Fig. 1: where the registers sit
(6 px per µm) Other sequential cells in the stronger grey, the rest of the logic in the fainter grey.
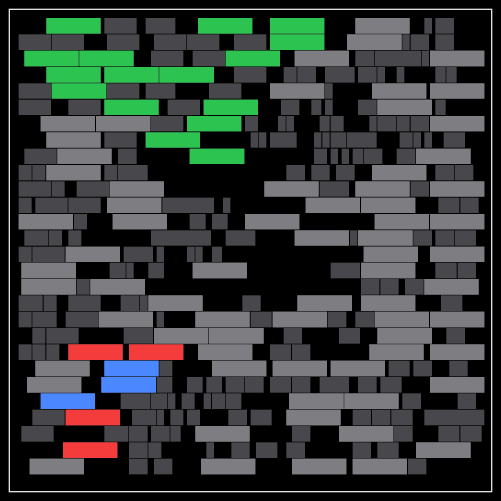
Fig. 2: signal wires on met1
(8 px per µm) Supply wires on this layer in grey. Cells faint in the background.
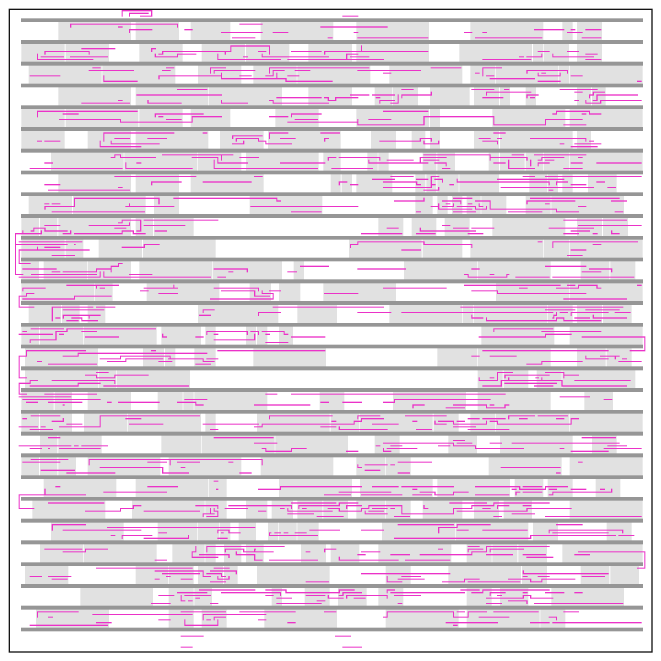
## config.mk

```make
export PLATFORM = sky130hd
export DESIGN_NAME = alu_sequencer_flat
export DESIGN_NICKNAME = d
export VERILOG_FILES = /design/src/rtl/alu_seq_if.sv /design/src/rtl/alu_sequencer.sv /design/src/flat_wrapper.sv
export SDC_FILE = /design/constraint.sdc
export NUM_CORES = 1
export LEC_CHECK = 0
export CORE_UTILIZATION = 65
export DETAILED_ROUTE_END_ITERATION = 10
export DONT_BUFFER_PORTS = 1
export PLACE_DENSITY = 0.82
export SKIP_CTS_REPAIR_TIMING = 1
export SYNTH_ARGS = -nofsm -noshare
export SYNTH_HDL_FRONTEND = slang
export SYNTH_SLANG_ARGS = --single-unit
```

## constraint.sdc

```tcl
create_clock -name clk -period 4.3 [get_ports clk]
set_input_delay 0.43 -clock clk [delete_from_list [all_inputs] [get_ports clk]]
set_output_delay 0.43 -clock clk [all_outputs]
set_load 0.005 [all_outputs]
```

## src/rtl/alu_seq_if.sv

```systemverilog
// Instruction request and result response handshakes of the ALU sequencer.
// master = the issuing stage, slave = the sequencer.
interface alu_seq_if #(
    parameter int WIDTH = 16,
    parameter int OPW   = 3
);
    logic             instr_valid;
    logic             instr_ready;
    logic [OPW-1:0]   opcode;
    logic [WIDTH-1:0] op_a;
    logic [WIDTH-1:0] op_b;
    logic             res_valid;
    logic             res_ready;
    logic [WIDTH-1:0] res_lo;
    logic [WIDTH-1:0] res_hi;
    logic [3:0]       res_status;
    logic             res_err;

    modport master (
        output instr_valid, opcode, op_a, op_b, res_ready,
        input  instr_ready, res_valid, res_lo, res_hi, res_status, res_err
    );

    modport slave (
        input  instr_valid, opcode, op_a, op_b, res_ready,
        output instr_ready, res_valid, res_lo, res_hi, res_status, res_err
    );
endinterface

```

## src/rtl/alu_sequencer.sv

```systemverilog
// Control stage for the 16-bit ALU: accepts one op, sequences the ALU
// strobes over LOAD/EXEC/CAPT and returns the captured result.
module alu_sequencer #(
    parameter int WIDTH = 16,
    parameter int OPW   = 3,
    parameter int CNT_W = 16
) (
    input  logic             clk,
    input  logic             rst,
    alu_seq_if.slave         bus,
    output logic [WIDTH-1:0] alu_a,
    output logic [WIDTH-1:0] alu_b,
    output logic             a_enable,
    output logic             acc_enable,
    output logic             addsub,
    output logic             add_ctrl,
    output logic             xor_ctrl,
    output logic             mul_out_ctrl,
    input  logic [WIDTH-1:0] acc_out,
    input  logic [WIDTH-1:0] mul_acc_out,
    input  logic [3:0]       status_reg,
    output logic [CNT_W-1:0] op_count
);
    localparam logic [OPW-1:0] OP_ADD = OPW'(0);
    localparam logic [OPW-1:0] OP_SUB = OPW'(1);
    localparam logic [OPW-1:0] OP_XOR = OPW'(2);
    localparam logic [OPW-1:0] OP_MUL = OPW'(3);

    typedef enum logic [2:0] {
        IDLE,
        LOAD,
        EXEC,
        CAPT,
        RESP
    } state_t;

    state_t           state;
    state_t           state_nxt;
    logic [OPW-1:0]   op_q;
    logic [WIDTH-1:0] b_q;
    logic             ready_en;
    logic             accept;
    logic             legal;
    logic             res_done;
    logic             is_add;
    logic             is_sub;
    logic             is_xor;
    logic             is_mul;

    assign is_add = (op_q == OP_ADD);
    assign is_sub = (op_q == OP_SUB);
    assign is_xor = (op_q == OP_XOR);
    assign is_mul = (op_q == OP_MUL);

    assign legal = (bus.opcode == OP_ADD) || (bus.opcode == OP_SUB) ||
                   (bus.opcode == OP_XOR) || (bus.opcode == OP_MUL);

    assign accept   = bus.instr_valid & bus.instr_ready;
    assign res_done = bus.res_valid & bus.res_ready;

    always_ff @(posedge clk or negedge rst) begin
        if (!rst) begin
            state <= IDLE;
        end else begin
            state <= state_nxt;
        end
    end

    always_comb begin
        state_nxt       = state;
        bus.instr_ready = 1'b0;
        bus.res_valid   = 1'b0;
        a_enable        = 1'b0;
        acc_enable      = 1'b0;
        addsub          = 1'b0;
        add_ctrl        = 1'b0;
        xor_ctrl        = 1'b0;
        mul_out_ctrl    = 1'b0;
        alu_b           = '0;
        unique case (state)
            IDLE: begin
                // ready_en keeps instr_ready low until the first edge after reset
                bus.instr_ready = ready_en;
                if (accept) begin
                    state_nxt = legal ? LOAD : RESP;
                end
            end
            LOAD: begin
                a_enable  = 1'b1;
                state_nxt = EXEC;
            end
            EXEC: begin
                alu_b      = b_q;
                acc_enable = 1'b1;
                unique case (1'b1)
                    is_add:  add_ctrl = 1'b1;
                    is_sub:  begin
                        add_ctrl = 1'b1;
                        addsub   = 1'b1;
                    end
                    is_xor:  xor_ctrl = 1'b1;
                    is_mul:  mul_out_ctrl = 1'b1;
                    default: ;
                endcase
                state_nxt = CAPT;
            end
            CAPT: begin
                state_nxt = RESP;
            end
            RESP: begin
                bus.res_valid = 1'b1;
                if (res_done) begin
                    state_nxt = IDLE;
                end
            end
            default: state_nxt = IDLE;
        endcase
    end

    always_ff @(posedge clk or negedge rst) begin
        if (!rst) begin
            ready_en       <= 1'b0;
            op_q           <= '0;
            alu_a          <= '0;
            b_q            <= '0;
            bus.res_lo     <= '0;
            bus.res_hi     <= '0;
            bus.res_status <= '0;
            bus.res_err    <= 1'b0;
            op_count       <= '0;
        end else begin
            ready_en <= 1'b1;
            if (accept) begin
                op_q <= bus.opcode;
                if (legal) begin
                    alu_a       <= bus.op_a;
                    b_q         <= bus.op_b;
                    bus.res_err <= 1'b0;
                end else begin
                    bus.res_err    <= 1'b1;
                    bus.res_lo     <= '0;
                    bus.res_hi     <= '0;
                    bus.res_status <= '0;
                end
            end
            // status_reg is only meaningful while the adder drives the bus
            if (state == EXEC) begin
                bus.res_status <= (is_add || is_sub) ? status_reg : 4'd0;
            end
            if (state == CAPT) begin
                bus.res_lo <= is_mul ? mul_acc_out : acc_out;
                bus.res_hi <= is_mul ? acc_out : '0;
            end
            if (res_done) begin
                op_count <= op_count + CNT_W'(1);
            end
        end
    end
endmodule

```

## src/flat_wrapper.sv

```systemverilog
// flat-port wrapper written by rule: the top's interface ports become plain ports
module alu_sequencer_flat 
#(
    parameter int WIDTH = 16,
    parameter int OPW   = 3,
    parameter int CNT_W = 16
)
  (clk, rst, alu_a, alu_b, a_enable, acc_enable, addsub, add_ctrl, xor_ctrl, mul_out_ctrl, acc_out, mul_acc_out, status_reg, op_count, bus_instr_valid, bus_opcode, bus_op_a, bus_op_b, bus_res_ready, bus_instr_ready, bus_res_valid, bus_res_lo, bus_res_hi, bus_res_status, bus_res_err);
  alu_seq_if #(.WIDTH(WIDTH), .OPW(OPW)) bus_i ();
  input  logic clk;
  input  logic rst;
  output logic [WIDTH-1:0] alu_a;
  output logic [WIDTH-1:0] alu_b;
  output logic a_enable;
  output logic acc_enable;
  output logic addsub;
  output logic add_ctrl;
  output logic xor_ctrl;
  output logic mul_out_ctrl;
  input  logic [WIDTH-1:0] acc_out;
  input  logic [WIDTH-1:0] mul_acc_out;
  input  logic [3:0] status_reg;
  output logic [CNT_W-1:0] op_count;
  input wire logic [$bits(bus_i.instr_valid)-1:0] bus_instr_valid;
  input wire logic [$bits(bus_i.opcode)-1:0] bus_opcode;
  input wire logic [$bits(bus_i.op_a)-1:0] bus_op_a;
  input wire logic [$bits(bus_i.op_b)-1:0] bus_op_b;
  input wire logic [$bits(bus_i.res_ready)-1:0] bus_res_ready;
  output wire logic [$bits(bus_i.instr_ready)-1:0] bus_instr_ready;
  output wire logic [$bits(bus_i.res_valid)-1:0] bus_res_valid;
  output wire logic [$bits(bus_i.res_lo)-1:0] bus_res_lo;
  output wire logic [$bits(bus_i.res_hi)-1:0] bus_res_hi;
  output wire logic [$bits(bus_i.res_status)-1:0] bus_res_status;
  output wire logic [$bits(bus_i.res_err)-1:0] bus_res_err;
  assign bus_i.instr_valid = bus_instr_valid;
  assign bus_i.opcode = bus_opcode;
  assign bus_i.op_a = bus_op_a;
  assign bus_i.op_b = bus_op_b;
  assign bus_i.res_ready = bus_res_ready;
  assign bus_instr_ready = bus_i.instr_ready;
  assign bus_res_valid = bus_i.res_valid;
  assign bus_res_lo = bus_i.res_lo;
  assign bus_res_hi = bus_i.res_hi;
  assign bus_res_status = bus_i.res_status;
  assign bus_res_err = bus_i.res_err;
  alu_sequencer #(.WIDTH(WIDTH), .OPW(OPW), .CNT_W(CNT_W)) u_core (.clk(clk), .rst(rst), .bus(bus_i), .alu_a(alu_a), .alu_b(alu_b), .a_enable(a_enable), .acc_enable(acc_enable), .addsub(addsub), .add_ctrl(add_ctrl), .xor_ctrl(xor_ctrl), .mul_out_ctrl(mul_out_ctrl), .acc_out(acc_out), .mul_acc_out(mul_acc_out), .status_reg(status_reg), .op_count(op_count));
endmodule
```

==> run summary <==
Status: finished clean
FP Util: 0.671
Leakage: 2.16 nW
# diodes: 0
Area share of and-or/or-and cells after synthesis: 0.0864
DR WL/cell: 20.9 µm
# fillers: 402
Buffers on Ports: 0
Top non-seq family: multiplexers
Register area: 2300 µm²
Minimum clock period after layout: 3.00 ns
Comb gate area: 1560 µm²
DIE AREA: 6420 µm²
Top Metal Used: met4
Tool Warnings: 26
Crit start category: flip-flop
EDFF count, synth: 0
Hold_sp: bus_res_ready
Tot Pwr: 2.75 mW
Power consumed by sequential cells: 1.46 mW
Die height: 80.2 µm
CP bufs+invs: 0
Yosys stat cell total: 286
Crit. path cell count: 4
Grt ovf: 0
# IOs: 168
Int Pwr: 1.87 mW
Critical R2R Launch: u_core.state[1]$_DFFE_PN0P_
Post-DP Area: 4000 µm²
Post-DP HPWL: 5300 µm
Flop2flop setup slack: 1.83 ns
Clock Tree Root: clkbuf_8
Hold Worst Slack: 0.185 ns
GR met3 Demand/Resource: 0.0670
Initial DRC count: 97
Slew HR: 0.276
RSZ-0062 raised after global routing: no
Crit-path leading delay family: simple AND/OR/NAND/NOR gates
Core footprint: 5920 µm²
Power in combinational cells: 0.748 mW
# clk buffers: 13
Fin crit share: 0.698
# H-tree levels: 3
Sw Ratio: 0.319
## Picture notes: Fig. 1
Key: `u_core.bus.res_status` = red [flops 4, where lower left]; `u_core.alu_a` = green [flops 16]; `u_core.op_q` = blue [flops 3]
Another 69 sequential cells are not coloured.

## Picture notes: Fig. 2
The longest straight run is 26.7 µm. The layer carries 3080 µm of wire. The wires run mostly horizontal. 310 nets have wire on it.
met1 usage: 0.296
Post-Route WL: 7660 µm
vias post-DR: 2273

-- through the flow --
step | setup WS [ns] | util
floorplan | 2.35 | -
global placement | 1.79 | 0.675
detailed placement | 1.67 | 0.675
CTS | 1.25 | 0.706
global route | 1.11 | 0.713
finish | 1.30 | 0.713
-- worst reg2reg max path: stages, from the launching register on --
cell     delay, ns
dfrtp_1       0.62
nor4b_4       0.47
nand2_2       0.15
or2_2         0.66
mux2_4        0.46
-- sequential cells by signal, summed over array words and instances, names as in the netlist --
signal / count
u_core.ready_en: 1
u_core.op_q: 3
u_core.op_count: 16
u_core.bus.res_lo: 16
u_core.bus.res_err: 1
u_core.state: 3
u_core.bus.res_status: 4
u_core.bus.res_hi: 16
u_core.b_q: 16
u_core.alu_a: 16
Power figures rest on the tool's default switching activity, not on a simulated workload.
